[config.mk]
export PLATFORM = sky130hd
export DESIGN_NAME = climate_sample_driver
export DESIGN_NICKNAME = d
export VERILOG_FILES = /design/src/rtl/climate_pkg.sv /design/src/rtl/climate_sample_mem.sv /design/src/rtl/climate_sample_driver.sv
export SDC_FILE = /design/constraint.sdc
export NUM_CORES = 1
export LEC_CHECK = 0
export ABC_AREA = 1
export CORE_MARGIN = 2
export CORE_UTILIZATION = 40
export CTS_CLUSTER_SIZE = 14
export DETAILED_ROUTE_END_ITERATION = 6
export GPL_TIMING_DRIVEN = 1
export PLACE_DENSITY_LB_ADDON = 0.08
export SETUP_SLACK_MARGIN = 0.02
export SLEW_MARGIN = 10
export SYNTH_ARGS = -nofsm -noshare
export SYNTH_HDL_FRONTEND = slang
export SYNTH_SLANG_ARGS = --single-unit
export TNS_END_PERCENT = 30
[constraint.sdc]
create_clock -name clk -period 2.4 [get_ports clk]
set_input_delay 0.36 -clock clk [delete_from_list [all_inputs] [get_ports clk]]
set_output_delay 0.36 -clock clk [all_outputs]
set_load 0.02 [all_outputs]
[src/rtl/climate_pkg.sv]
`default_nettype none
//==============================================================================
// Module   : climate_pkg
// Brief    : Shared encodings for the climate sample driver.
// Revision : 1.0 - initial release
//==============================================================================
package climate_pkg;

    localparam int ADDR_W   = 3;
    localparam int SAMPLE_W = 19;

    typedef enum logic [2:0] {
        UNDEFINED = 3'd0,
        SNOW      = 3'd1,
        SUNNY     = 3'd2,
        STORM     = 3'd3,
        ERROR     = 3'd4
    } climate_t;

    typedef enum logic [1:0] {
        IDLE  = 2'd0,
        DRIVE = 2'd1,
        WAIT  = 2'd2,
        FIN   = 2'd3
    } drv_state_t;

endpackage
`default_nettype wire

[src/rtl/climate_sample_mem.sv]
`default_nettype none
//==============================================================================
// Module   : climate_sample_mem
// Brief    : DEPTH x 19-bit sample store, synchronous write, combinational read.
// Revision : 1.0 - initial release
//==============================================================================
module climate_sample_mem
    import climate_pkg::*;
#(
    parameter int DEPTH = 8
) (
    input  logic                clk,
    input  logic                i_wr_en,
    input  logic [ADDR_W-1:0]   i_wr_addr,
    input  logic [SAMPLE_W-1:0] i_wr_data,
    input  logic [ADDR_W-1:0]   i_rd_addr,
    output logic [SAMPLE_W-1:0] o_rd_data
);

    // No reset: stored samples survive rst so a run can be repeated.
    logic [SAMPLE_W-1:0] r_mem [DEPTH];

    always_ff @(posedge clk) begin
        if (i_wr_en) begin
            r_mem[i_wr_addr] <= i_wr_data;
        end
    end

    assign o_rd_data = r_mem[i_rd_addr];

endmodule
`default_nettype wire

[src/rtl/climate_sample_driver.sv]
`default_nettype none
//==============================================================================
// Module   : climate_sample_driver
// Brief    : Plays stored samples into a climate predictor and tallies results.
//            Define CLIMATE_DRV_TIMEOUT_EN to enable the WAIT-state timeout.
// Revision : 1.0 - initial release
//==============================================================================
module climate_sample_driver
    import climate_pkg::*;
#(
    parameter int DEPTH   = 8,
    parameter int TIMEOUT = 16
) (
    input  logic        clk,
    input  logic        rst,
    input  logic        wr_en,
    input  logic [2:0]  wr_addr,
    input  logic [7:0]  wr_temp,
    input  logic [10:0] wr_press,
    input  logic [3:0]  num_samples,
    input  logic        start,
    output logic [7:0]  temperature,
    output logic [10:0] pressure,
    input  logic [2:0]  climate_condition,
    input  logic        done,
    output logic        busy,
    output logic        finished,
    output logic [2:0]  last_condition,
    output logic [3:0]  cnt_snow,
    output logic [3:0]  cnt_sunny,
    output logic [3:0]  cnt_storm,
    output logic [3:0]  cnt_error,
    output logic        timeout_err
);

    localparam logic [3:0] c_max_n = 4'(DEPTH);

    drv_state_t          r_state;
    logic [3:0]          r_idx;
    logic [3:0]          r_count;
    logic [7:0]          r_temp;
    logic [10:0]         r_press;
    logic [2:0]          r_last;
    logic [3:0]          r_cnt_snow;
    logic [3:0]          r_cnt_sunny;
    logic [3:0]          r_cnt_storm;
    logic [3:0]          r_cnt_error;
    logic                r_busy;
    logic                r_finished;

    logic [SAMPLE_W-1:0] w_rd_data;
    logic                w_hit;
    logic                w_rec_en;
    logic [2:0]          w_rec_code;
    logic                w_timeout;
    logic [3:0]          w_n_latch;
    logic [3:0]          w_idx_nxt;

    climate_sample_mem #(
        .DEPTH (DEPTH)
    ) u_mem (
        .clk       (clk),
        .i_wr_en   (wr_en && (r_state == IDLE)),
        .i_wr_addr (wr_addr),
        .i_wr_data ({wr_temp, wr_press}),
        .i_rd_addr (r_idx[ADDR_W-1:0]),
        .o_rd_data (w_rd_data)
    );

    assign w_hit     = (w_rd_data == {r_temp, r_press});
    assign w_n_latch = (num_samples > c_max_n) ? c_max_n : num_samples;
    assign w_idx_nxt = r_idx + 4'd1;

`ifdef CLIMATE_DRV_TIMEOUT_EN
    localparam int                c_tw        = $clog2(TIMEOUT + 1);
    localparam logic [c_tw-1:0]   c_wait_last = c_tw'(TIMEOUT - 1);

    logic [c_tw-1:0] r_wait_cnt;
    logic            r_timeout_err;

    assign w_timeout   = (r_state == WAIT) && !done && (r_wait_cnt == c_wait_last);
    assign timeout_err = r_timeout_err;

    always_ff @(posedge clk) begin
        if (rst) begin
            r_wait_cnt    <= '0;
            r_timeout_err <= 1'b0;
        end else begin
            r_wait_cnt <= (r_state == WAIT) ? r_wait_cnt + 1'b1 : '0;
            if (r_state == IDLE && start) begin
                r_timeout_err <= 1'b0;
            end else if (w_timeout) begin
                r_timeout_err <= 1'b1;
            end
        end
    end
`else
    localparam int c_unused_timeout = TIMEOUT;

    assign w_timeout   = 1'b0;
    assign timeout_err = 1'b0;
`endif

    // A skipped sample re-records the previous result; a timeout records ERROR.
    always_comb begin
        w_rec_en   = 1'b0;
        w_rec_code = r_last;
        case (r_state)
            DRIVE: begin
                if (w_hit) begin
                    w_rec_en = 1'b1;
                end
            end
            WAIT: begin
                if (done) begin
                    w_rec_en   = 1'b1;
                    w_rec_code = climate_condition;
                end else if (w_timeout) begin
                    w_rec_en   = 1'b1;
                    w_rec_code = ERROR;
                end
            end
            default: ;
        endcase
    end

    always_ff @(posedge clk) begin
        if (rst) begin
            r_state     <= IDLE;
            r_idx       <= '0;
            r_count     <= '0;
            r_temp      <= '0;
            r_press     <= '0;
            r_last      <= '0;
            r_cnt_snow  <= '0;
            r_cnt_sunny <= '0;
            r_cnt_storm <= '0;
            r_cnt_error <= '0;
            r_busy      <= 1'b0;
            r_finished  <= 1'b0;
        end else begin
            r_finished <= 1'b0;
            case (r_state)
                IDLE: begin
                    if (start) begin
                        r_count     <= w_n_latch;
                        r_idx       <= '0;
                        r_cnt_snow  <= '0;
                        r_cnt_sunny <= '0;
                        r_cnt_storm <= '0;
                        r_cnt_error <= '0;
                        if (w_n_latch == 4'd0) begin
                            r_state    <= FIN;
                            r_finished <= 1'b1;
                        end else begin
                            r_state <= DRIVE;
                            r_busy  <= 1'b1;
                        end
                    end
                end
                DRIVE: begin
                    if (!w_hit) begin
                        r_temp  <= w_rd_data[SAMPLE_W-1:11];
                        r_press <= w_rd_data[10:0];
                        r_state <= WAIT;
                    end
                end
                WAIT: ;
                FIN: begin
                    r_state <= IDLE;
                end
                default: r_state <= IDLE;
            endcase

            if (w_rec_en) begin
                r_last <= w_rec_code;
                case (w_rec_code)
                    SNOW:    r_cnt_snow  <= r_cnt_snow + 4'd1;
                    SUNNY:   r_cnt_sunny <= r_cnt_sunny + 4'd1;
                    STORM:   r_cnt_storm <= r_cnt_storm + 4'd1;
                    default: r_cnt_error <= r_cnt_error + 4'd1;
                endcase
                r_idx <= w_idx_nxt;
                if (w_idx_nxt == r_count) begin
                    r_state    <= FIN;
                    r_busy     <= 1'b0;
                    r_finished <= 1'b1;
                end else begin
                    r_state <= DRIVE;
                end
            end
        end
    end

    assign temperature    = r_temp;
    assign pressure       = r_press;
    assign last_condition = r_last;
    assign cnt_snow       = r_cnt_snow;
    assign cnt_sunny      = r_cnt_sunny;
    assign cnt_storm      = r_cnt_storm;
    assign cnt_error      = r_cnt_error;
    assign busy           = r_busy;
    assign finished       = r_finished;

endmodule
`default_nettype wire

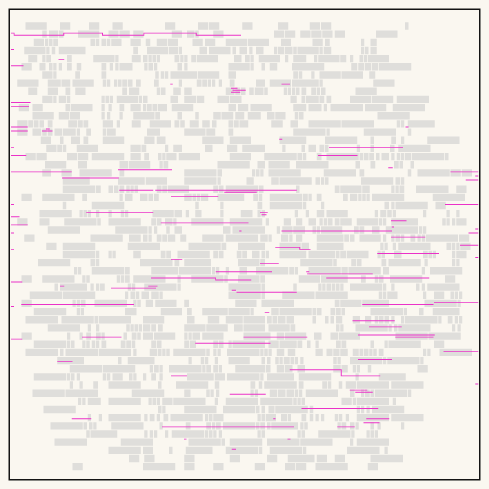
Figure 1: run 1, signal wires on met3.
Drawn at 3 px/µm. Cells faint in the background.
longest straight run: 46.9 µm
wire length on this layer: 1040 µm
main direction: horizontal

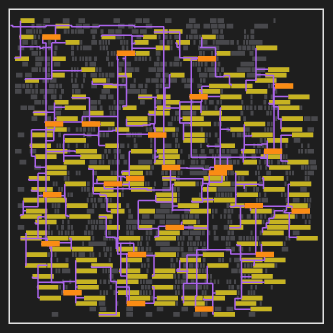
Figure 2: run 1, clock wires, drivers and flops.
Drawn at 2 px/µm.
[orange] clock drivers | count: 24
[yellow] flip-flops | count: 205
[purple] clock wires | length: 2680 µm
flops lie: widely spread
routed clock nets: 25

==> flow_metrics.env, run 1 <==
# physical design summary
export IMPL_outcome="finished with violations"
export IMPL_violations_in_the_final_reports="setup timing"
export IMPL_dp_final_hpwl_um=14300
export IMPL_setup_ws_ns=-0.0944
export IMPL_tightest_slew_ns=0.486
export IMPL_cell_type_with_the_largest_total_area_after_synthesis="sky130_fd_sc_hd__edfxtp_1"
export IMPL_final_setup_viol_count=26
export IMPL_antenna_diode_count=0
export IMPL_top_signal_layer_used="met4"
export IMPL_weighted_congestion_at_the_end_of_routability_driven_global_placement=0.760
export IMPL_placement_rows=55
export IMPL_synthesis_area_mm2=0.00928
export IMPL_num_nonclk_buffers=160
export IMPL_layout_nonclk_buf_frac=0.148
export IMPL_max_freq_mhz=401
export IMPL_finalPower_uw=10200
export IMPL_top_area_frac=0.492
export IMPL_synth_yosys_warnings=0
export IMPL_worst_hold_path_endpoint="last_condition[2]$_SDFFE_PP0N_"
export IMPL_grt_pass1_wl_um=36700
export IMPL_sh_comb_area=0.262
export IMPL_cts_root_to_sink_buffers=3
export IMPL_largestClassByArea="flip-flops and latches"
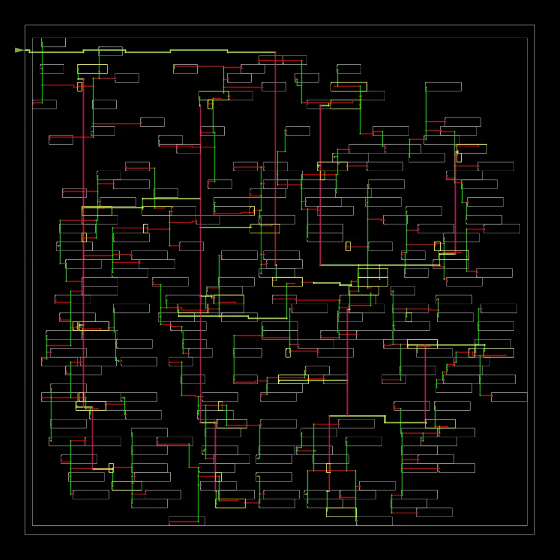
Figure 3: run 1, clock wiring as the flow saved it.
number of sequential cells in the layout: 205
clk_lat worst skew: 0.51 ns
setup skew after layout: 0.00668 ns

run 1: where the power goes:
group          total [µW]  internal (µW)  switching [µW]  leakage (µW)
sequential           4310           4090             220       0.00181
combinational        2480            978            1500       0.00262
clock                3390           2010            1380      0.000357
run 1: flip-flops by register name, summed over array words and instances (netlist names), 2 cells and up, named ones only:
signal	flops
cnt_snow	4
cnt_sunny	4
u_mem.r_mem	152
r_count	4
r_state	2
last_condition	3
cnt_storm	4
pressure	11
temperature	8
r_idx	4
cnt_error	4
run 1: through the flow:
step / setup TNS [ns] / hold WS [ns]
2_1_floorplan: 0 / 0.459
3_3_place_gp: -2.97 / 0.472
3_5_place_dp: -4.15 / 0.477
4_1_cts: -0.0791 / 0.486
5_1_grt: -8.91 / 0.514
6_report: -1.37 / 0.482
Figure 4. Met1 routing (run 1).
Drawn at 2 px/µm. Supply wires on this layer in gray.
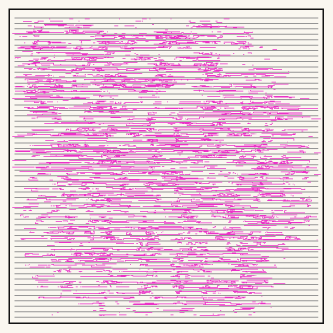

## Run 2: what changed since run 1
ABC_AREA = not set   (was 1)
CORE_ASPECT_RATIO = 1.5   (was not set)
TNS_END_PERCENT = 100   (was 30)
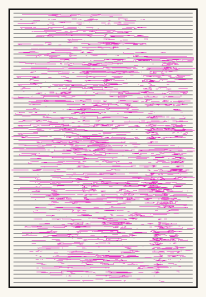
Figure 5: run 2, met1 routing.
Drawn at 1.5 px/µm. Supply wires on this layer in gray.
wire length on this layer: 8760 µm
share of all routed wire: 40%

==> flow_metrics.env, run 2 <==
# physical design summary
export IMPL_largest_stage_delay_on_the_critical_path_ns=0.48
export IMPL_synthesis_area_mm2=0.00867
export IMPL_cts_buffers_inserted=21
export IMPL_slew_headroom=0.539
export IMPL_setup_tns_ns=-17.42
export IMPL_place_detailed_instances=982
export IMPL_top_signal_layer_used="met4"
export IMPL_worst_r2r_cell_count=12
export IMPL_final_setup_viol_count=42
export IMPL_layout_drive_gt1_share=0.275
export IMPL_rr_endpoint="pressure[6]$_SDFFE_PP0P_"
export IMPL_setup_ws_ns=-0.482
export IMPL_dpl_instance_area_mm2=0.0103
export IMPL_async_reset_ff_frac=0
export IMPL_worst_hold_path_num_cells=2
export IMPL_worst_hold_path_endpoint="cnt_snow[1]$_SDFF_PP0_"
export IMPL_clock_skew_ns=0.0107
export IMPL_violations_in_the_final_reports="setup timing"
export IMPL_htree_levels=1
export IMPL_largest_register_ff_count=152
export IMPL_logic_family="multiplexers"
export IMPL_core_area_mm2=0.0215
export IMPL_synthAdderAreaFrac=0.0130
export IMPL_clk_insertion_delay_late_ns=0.50
export IMPL_hp_start="rst"
export IMPL_flow_area_growth_from_synthesis_pct=33.6
export IMPL_post_layout_instance_count_excluding_filler_cells=1038
export IMPL_synth_yosys_warnings=0
export IMPL_cts_root_to_sink_buffers=3
export IMPL_antenna_diode_count=0
export IMPL_finalPower_uw=8180
export IMPL_synthesis_area_per_instance_um2=14.3
export IMPL_top_area_frac=0.526
export IMPL_placement_rows=66
export IMPL_outcome="finished with violations"
export IMPL_dp_final_hpwl_um=14200
export IMPL_cell_type_with_the_largest_total_area_after_synthesis="sky130_fd_sc_hd__edfxtp_1"
export IMPL_ff_type="sky130_fd_sc_hd__edfxtp_1"
export IMPL_layout_core_utilization=0.540
export IMPL_antenna_found_initial=0
export IMPL_final_hold_worst_slack_ns=0.234
export IMPL_largest_register="u_mem.r_mem"
export IMPL_weighted_congestion_at_the_end_of_routability_driven_global_placement=0.794
export IMPL_max_freq_mhz=347
export IMPL_tightest_slew_ns=0.685
export IMPL_grt_pass1_wl_um=33600
export IMPL_finish_net_count=795
export IMPL_synth_area_yosys_mm2=0.00867
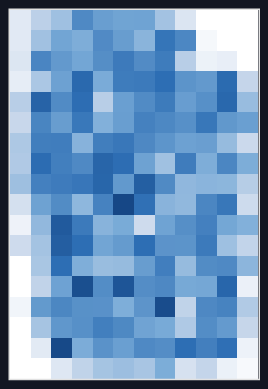
Figure 6: run 2, placement density heat map.
Drawn at 2 px/µm. 12 x 18 tiles, from white (low) to dark blue (high), 0 to 100% covered.
nearly empty tiles: 5.6%
fullest tile: 91%
mean over tiles: 49%

==> run 2: cell types whose count changed in the layout (fill, tap and decap cells not counted), sizes merged, moves of 19 or more <==
cell / change
mux2i: +55
nand3: -112
nor2: -74
a22o: +19
a21oi: -25
o21ai: -56
inv: -97
nand2: -204
==> run 2: power breakdown <==
group	internal [µW]	switching, µW
clock	1990	1330
sequential	3920	80.8
combinational	382	476
total	6300	1880
==> run 2: layout make-up <==
cell class                 instances  area, µm²
fill                            1796       9890
sequential                       205       5630
multi-input combinational        364       3260
timing repair buffer             152       1620
clock buffer                      25        562
tap                              272        340
clock inverter                    12        136
inverter                           8       30.0
==> run 2: cells by family after synthesis <==
family / Yosys count
other cells: 1
xor+xnor: 16
buf+inv: 36
mux: 84
compound gates: 100
simple gates: 154
fa+ha+maj: 9
flops: 205
## Run 3: what changed since run 2
SLEW_MARGIN = 20   (was 10)
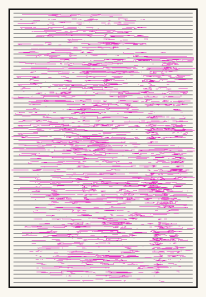
Figure 7: run 3, met1 routing.
Drawn at 1.5 px/µm. Supply wires on this layer in gray.
nets with wire on the layer: 730
main direction: horizontal
longest straight run: 54.3 µm
share of all routed wire: 40%

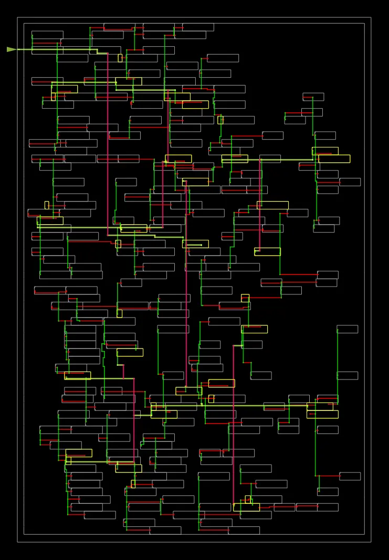
Figure 8: run 3, clock wiring as the flow saved it.
# clock sinks: 205
clock-net power: 3320 µW
setup skew after layout: 0.0107 ns
layout clock buffer count: 25

==> flow_metrics.env, run 3 <==
# physical design summary
export IMPL_layout_drive_gt1_share=0.275
export IMPL_ff_type="sky130_fd_sc_hd__edfxtp_1"
export IMPL_dpl_instance_area_mm2=0.0103
export IMPL_worst_hold_path_endpoint="cnt_snow[1]$_SDFF_PP0_"
export IMPL_largest_stage_delay_on_the_critical_path_ns=0.48
export IMPL_antenna_found_initial=0
export IMPL_violations_in_the_final_reports="setup timing"
export IMPL_top_signal_layer_used="met4"
export IMPL_cts_buffers_inserted=21
export IMPL_finalPower_uw=8180
export IMPL_largest_register_ff_count=152
export IMPL_max_freq_mhz=347
export IMPL_finish_net_count=795
export IMPL_antenna_diode_count=0
export IMPL_cell_type_with_the_largest_total_area_after_synthesis="sky130_fd_sc_hd__edfxtp_1"
export IMPL_rr_endpoint="pressure[6]$_SDFFE_PP0P_"
export IMPL_worst_r2r_cell_count=12
export IMPL_synthesis_area_mm2=0.00867
export IMPL_cts_root_to_sink_buffers=3
export IMPL_final_setup_viol_count=42
export IMPL_hp_start="rst"
export IMPL_setup_tns_ns=-17.42
export IMPL_largest_register="u_mem.r_mem"
export IMPL_synth_area_yosys_mm2=0.00867
export IMPL_synth_yosys_warnings=0
export IMPL_placement_rows=66
export IMPL_outcome="finished with violations"
export IMPL_setup_ws_ns=-0.482
export IMPL_core_area_mm2=0.0215
export IMPL_htree_levels=1
export IMPL_place_detailed_instances=982
export IMPL_worst_hold_path_num_cells=2
export IMPL_logic_family="multiplexers"
-- run 3: cell counts after synthesis --
Identical to the previous run, type by type.
-- run 3: where the power goes --
group	switching [µW]	total, µW	internal [µW]
clock	1330	3320	1990
sequential	80.8	4000	3920
combinational	476	858	382
total	1880	8180	6300
-- run 3: cell type report --
| cell class | instances | area, µm² |
|---|---|---|
| clock inverter | 12 | 136 |
| fill | 1796 | 9890 |
| multi-input combinational | 364 | 3260 |
| inverter | 8 | 30.0 |
| timing repair buffer | 152 | 1620 |
| clock buffer | 25 | 562 |
| tap | 272 | 340 |
| sequential | 205 | 5630 |
-- run 3: timing repair --
action / 4_1_cts / 5_1_grt
buffers inserted: 14 / 3
pin swaps: 12 / 16
gates resized: 39 / 38
cloned: 1 / 3
endpoints found under the setup margin: 42 / 42
hold buffers: 0 / 0
No activity file was given, so power comes from the tool's default toggle rates.
